**src/rtl/main_top.sv**
```systemverilog
// main_top: SPI-slave command front end for the host MCU.
// Receives 64-bit frames (four 16-bit words, MSB first, SPI mode 0) and
// latches them into cmd/param/x/y registers on a valid frame end. The
// previous valid frame is echoed back on MISO. It also drives a status LED
// that toggles per valid frame, ORed with the pushbutton.
//
// Ports:
//   clock        system clock
//   reset        synchronous active-high reset
//   io_aresetn   board reset button, active-low, asynchronous
//   io_btn       pushbutton, asynchronous, active-high
//   io_led       status LED
//   io_spi_sclk  SPI clock (mode 0), asynchronous, oversampled
//   io_spi_cs    SPI chip select, active-low, asynchronous
//   io_spi_mosi  SPI data in, MSB first
//   io_spi_miso  SPI data out, MSB first
module main_top #(
  parameter int unsigned FRAME_BITS  = 64,
  parameter int unsigned SYNC_STAGES = 2
) (
  input  logic clock,
  input  logic reset,
  input  logic io_aresetn,
  input  logic io_btn,
  output logic io_led,
  input  logic io_spi_sclk,
  input  logic io_spi_cs,
  input  logic io_spi_mosi,
  output logic io_spi_miso
);

  localparam int unsigned W         = FRAME_BITS;
  localparam logic [6:0]  FRAME_LEN = 7'(FRAME_BITS);

  typedef enum logic {IDLE, XFER} state_t;

  // Synchronizer chains for all asynchronous pins, packed as
  // {aresetn, btn, mosi, cs, sclk}. Left unreset so the board reset button
  // can itself be synchronized before it feeds the internal reset.
  logic [4:0] pins;
  logic [4:0] sync_q [SYNC_STAGES];
  logic [4:0] pins_s;

  assign pins   = {io_aresetn, io_btn, io_spi_mosi, io_spi_cs, io_spi_sclk};
  assign pins_s = sync_q[SYNC_STAGES-1];

  always_ff @(posedge clock) begin
    sync_q[0] <= pins;
    for (int unsigned i = 1; i < SYNC_STAGES; i++) begin
      sync_q[i] <= sync_q[i-1];
    end
  end

  logic sclk_s, cs_s, mosi_s, btn_s, aresetn_s;
  assign sclk_s    = pins_s[0];
  assign cs_s      = pins_s[1];
  assign mosi_s    = pins_s[2];
  assign btn_s     = pins_s[3];
  assign aresetn_s = pins_s[4];

  logic rst;
  assign rst = reset | ~aresetn_s;

  state_t      state_q, state_d;
  logic        sclk_prev_q;
  logic        cs_prev_q;
  logic [6:0]  bit_cnt_q, bit_cnt_d;
  logic [W-1:0] shift_in_q, shift_in_d;
  logic [W-1:0] shift_out_q, shift_out_d;
  logic [W-1:0] echo_q, echo_d;
  logic [15:0] cmd_q, cmd_d;
  logic [15:0] param_q, param_d;
  logic [15:0] x_q, x_d;
  logic [15:0] y_q, y_d;
  logic [15:0] frame_cnt_q, frame_cnt_d;
  logic        led_q, led_d;
  logic        miso_q, miso_d;

  logic sclk_rise, sclk_fall, cs_fall, cs_rise;
  assign sclk_rise = sclk_s & ~sclk_prev_q;
  assign sclk_fall = ~sclk_s & sclk_prev_q;
  // cs_prev resets to 0: a cs already low when reset releases is not seen as
  // a falling edge, so an aborted frame cannot resume mid-way.
  assign cs_fall   = ~cs_s & cs_prev_q;
  assign cs_rise   = cs_s & ~cs_prev_q;

  always_comb begin
    state_d     = state_q;
    bit_cnt_d   = bit_cnt_q;
    shift_in_d  = shift_in_q;
    shift_out_d = shift_out_q;
    echo_d      = echo_q;
    cmd_d       = cmd_q;
    param_d     = param_q;
    x_d         = x_q;
    y_d         = y_q;
    frame_cnt_d = frame_cnt_q;
    led_d       = led_q;

    unique case (state_q)
      IDLE: begin
        if (cs_fall) begin
          state_d     = XFER;
          bit_cnt_d   = '0;
          shift_in_d  = '0;
          shift_out_d = echo_q;
        end
      end
      XFER: begin
        if (sclk_rise) begin
          if (bit_cnt_q < FRAME_LEN) begin
            shift_in_d = {shift_in_q[W-2:0], mosi_s};
          end
          if (bit_cnt_q != 7'h7F) begin
            bit_cnt_d = bit_cnt_q + 7'd1;
          end
        end
        if (sclk_fall) begin
          shift_out_d = {shift_out_q[W-2:0], 1'b0};
        end
        // The valid-frame check looks at the post-shift values so a final
        // SCLK rise landing in the same clock as the cs rise still counts.
        if (cs_rise) begin
          state_d = IDLE;
          if (bit_cnt_d >= FRAME_LEN) begin
            cmd_d       = shift_in_d[W-1  -: 16];
            param_d     = shift_in_d[W-17 -: 16];
            x_d         = shift_in_d[W-33 -: 16];
            y_d         = shift_in_d[W-49 -: 16];
            echo_d      = shift_in_d;
            frame_cnt_d = frame_cnt_q + 16'd1;
            led_d       = ~led_q;
          end
        end
      end
      default: state_d = IDLE;
    endcase

    miso_d = (state_q == XFER) ? shift_out_q[W-1] : 1'b0;
  end

  always_ff @(posedge clock) begin
    if (rst) begin
      state_q     <= IDLE;
      sclk_prev_q <= 1'b0;
      cs_prev_q   <= 1'b0;
      bit_cnt_q   <= '0;
      shift_in_q  <= '0;
      shift_out_q <= '0;
      echo_q      <= '0;
      cmd_q       <= '0;
      param_q     <= '0;
      x_q         <= '0;
      y_q         <= '0;
      frame_cnt_q <= '0;
      led_q       <= 1'b0;
      miso_q      <= 1'b0;
    end else begin
      state_q     <= state_d;
      sclk_prev_q <= sclk_s;
      cs_prev_q   <= cs_s;
      bit_cnt_q   <= bit_cnt_d;
      shift_in_q  <= shift_in_d;
      shift_out_q <= shift_out_d;
      echo_q      <= echo_d;
      cmd_q       <= cmd_d;
      param_q     <= param_d;
      x_q         <= x_d;
      y_q         <= y_d;
      frame_cnt_q <= frame_cnt_d;
      led_q       <= led_d;
      miso_q      <= miso_d;
    end
  end

  assign io_led      = led_q | btn_s;
  assign io_spi_miso = miso_q;

endmodule

```
**config.mk**
```make
export PLATFORM = sky130hd
export DESIGN_NAME = main_top
export DESIGN_NICKNAME = d
export VERILOG_FILES = /design/src/rtl/main_top.sv
export SDC_FILE = /design/constraint.sdc
export NUM_CORES = 1
export LEC_CHECK = 0
export ABC_CLOCK_PERIOD_IN_PS = 2100
export CAP_MARGIN = 20
export CORE_MARGIN = 3
export CORE_UTILIZATION = 60
export DETAILED_ROUTE_END_ITERATION = 12
export DONT_BUFFER_PORTS = 1
export PLACE_DENSITY = 0.76
export SLEW_MARGIN = 20
export SYNTH_ARGS = -nofsm -noshare
export SYNTH_HDL_FRONTEND = slang
export SYNTH_SLANG_ARGS = --single-unit
export TNS_END_PERCENT = 10
```
**constraint.sdc**
```tcl
create_clock -name clock -period 2.1 [get_ports clock]
set_clock_uncertainty 0.1 [all_clocks]
set_input_delay 0.21 -clock clock [delete_from_list [all_inputs] [get_ports clock]]
set_output_delay 0.21 -clock clock [all_outputs]
set_load 0.01 [all_outputs]
```
==> reports/summary.txt <==
CTS tree - built
Max-slew headroom - 0.503
Worst-path clk slew - 0.06 ns
XOR/XNOR Area Share - 0.000955
Internal cell power - 6.73 mW
Initial antenna violation count - 0
CTS Buf Count - 22
Top cell area share - 0.467
Pins over their slew limit - 0
Instance count on the critical path - 6
Routability cong. - 0.799
Worst path max stage delay - 0.39 ns
Buf+Inv Stages, Crit Path - 1
Setup TNS - 0 ns
Logic cell area - 4390 um^2
Critical-path cell list - ha_1 -> and4_1 -> a31o_2 -> buf_12 -> a21oi_1 -> a211oi_1
Crit Path Max Fanout - 64
H-tree levels - 1
Die y size - 130 um
DRT Pass-1 Iters - 5
Pre-CTS setup slack - 0.0680 ns
Syn Inst Count - 933
Worst Slack Setup Final - 0.0740 ns
Synth warn - 0
Fin util - 0.684
Post-layout minimum cycle time - 2.03 ns
Run status - finished, final reports clean
Post-synth area from yosys stat - 9170 um^2
Kind of critical path - flip-flop to flip-flop
Worst VDD drop - 0.000726 V
Final setup fails - 0
Final Cycle Share - 0.965
R2R depth - 6
Uppermost layer routed - met4
Row Count - 44
GR peak layer - met2
Met1 WL - 8040 um
DR vias/cell - 6.09
[sequential cells by signal, indices dropped and copies added (netlist names)]
name,flops
echo_q,64
shift_in_q,64
shift_out_q,64
sync_q,10
bit_cnt_q,7
cs_prev_q,1
io_spi_miso,1
led_q,1
sclk_prev_q,1
state_q,1
[power groups by stage]
stage | logic (mW) | registers, mW | clock network, mW
after floorplan | 0.251 | 4.19 | 0
after global placement | 0.294 | 4.19 | 0
after detailed placement | 0.303 | 4.19 | 0
after CTS | 0.313 | 4.10 | 4.15
after global routing | 0.336 | 4.10 | 4.30
final | 0.313 | 4.10 | 4.07
[cell usage after synthesis, drive strengths merged]
library cell / instances
or2: 1
or3: 3
nor2: 70
and2: 1
nand3b: 2
nor2b: 2
nor3b: 1
nand4: 1
and4: 1
o2111ai: 2
xor2: 1
clkbuf: 32
o21bai: 1
a21oi: 132
mux2i: 128
buf: 57
a32oi: 1
dfxtp: 214
o41ai: 2
nor3: 1
a211oi: 127
o21a: 1
nand2: 69
o21ai: 2
inv: 3
nand2b: 1
a31oi: 2
nand3: 68
or3b: 2
a31o: 2
o311a: 1
and3: 1
ha: 1
[area by class of cell]
cell class	instances	share of cell area
flip-flops and latches	214	0.425
clock buffers	32	0.0653
inverters	3	0.00112
clock inverters	5	0.00992
repair buffers	32	0.0405
well taps	184	0.0228
multi-input cells	627	0.435
[placed cells by master (no fill, tap or decap), drive strengths merged, types with 3 or more instances in the layout]
cell type      n
dfxtp        214
a21oi        132
mux2i        128
a211oi       127
nor2          70
nand2         69
nand3         68
clkbuf        32
buf           26
dlygate4sd3    6
or3            3
bufinv         3
inv            3
[what timing repair did]
item	4_1_cts	5_1_grt
setup endpoints to repair	0	17
gates resized	0	2
hold endpoints to repair	11	0
hold buffers	6	0
**Close-up of the layout**

Scale bar: 10 um. Window x 52 to 77, y 26 to 51 um. Cells in gray, sequential cells in the stronger gray; small squares are vias.
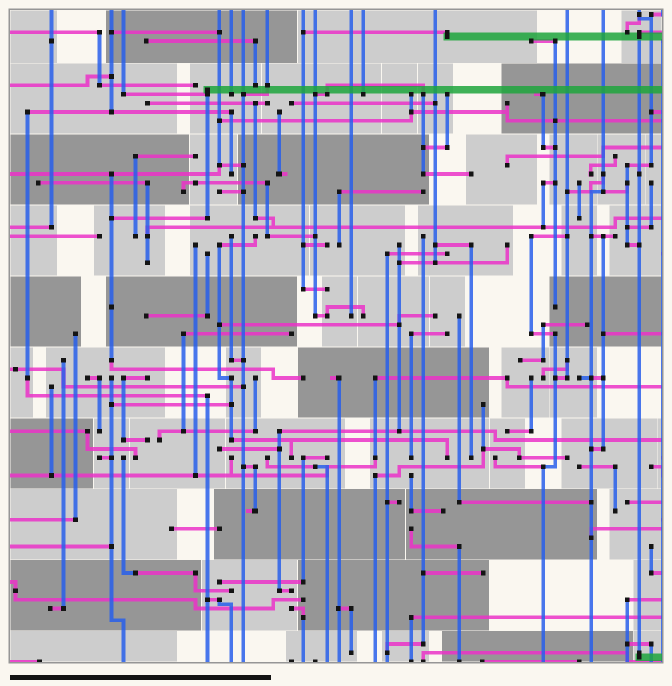
- blue: met2
- green: met3
- magenta: met1
- netlist names of flops here include: shift_out_q (5), echo_q (3), shift_in_q (3)
- most frequent: dfxtp_1 (11), mux2i_1 (6)
- cells with their middle in the window: 44
- sequential cells in the window: 11

**Cell placement**

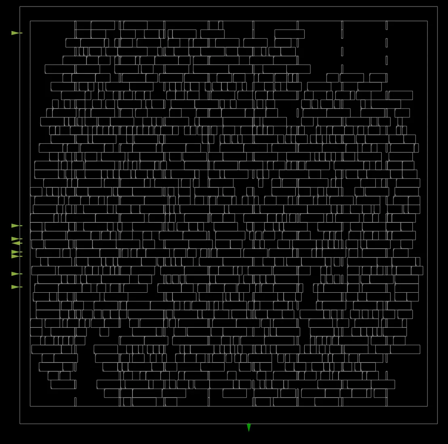
filler cell count: 1122
TAP cells: 184
Non-Filler Instances: 1097
num sequential: 214

**Wiring heat map**

26 x 26 tiles, from black (low) to pale yellow (high), scaled to the fullest tile. Values are wire area over tile area, all layers added.
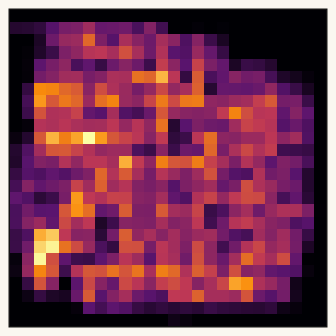
- fullest tile: 0.56
- nearly empty tiles: 19%
- mean over tiles: 0.17

**Routed clock nets over the placement**

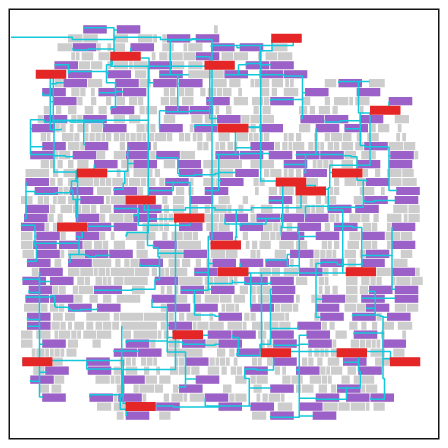
- red: cells driving clock nets (count 22)
- cyan: clock wires (length 2470 um)
- purple: flip-flops (count 214)
- flops lie: all over the die
- routed clock nets: 23

Power is estimated from default activity; no workload was simulated.
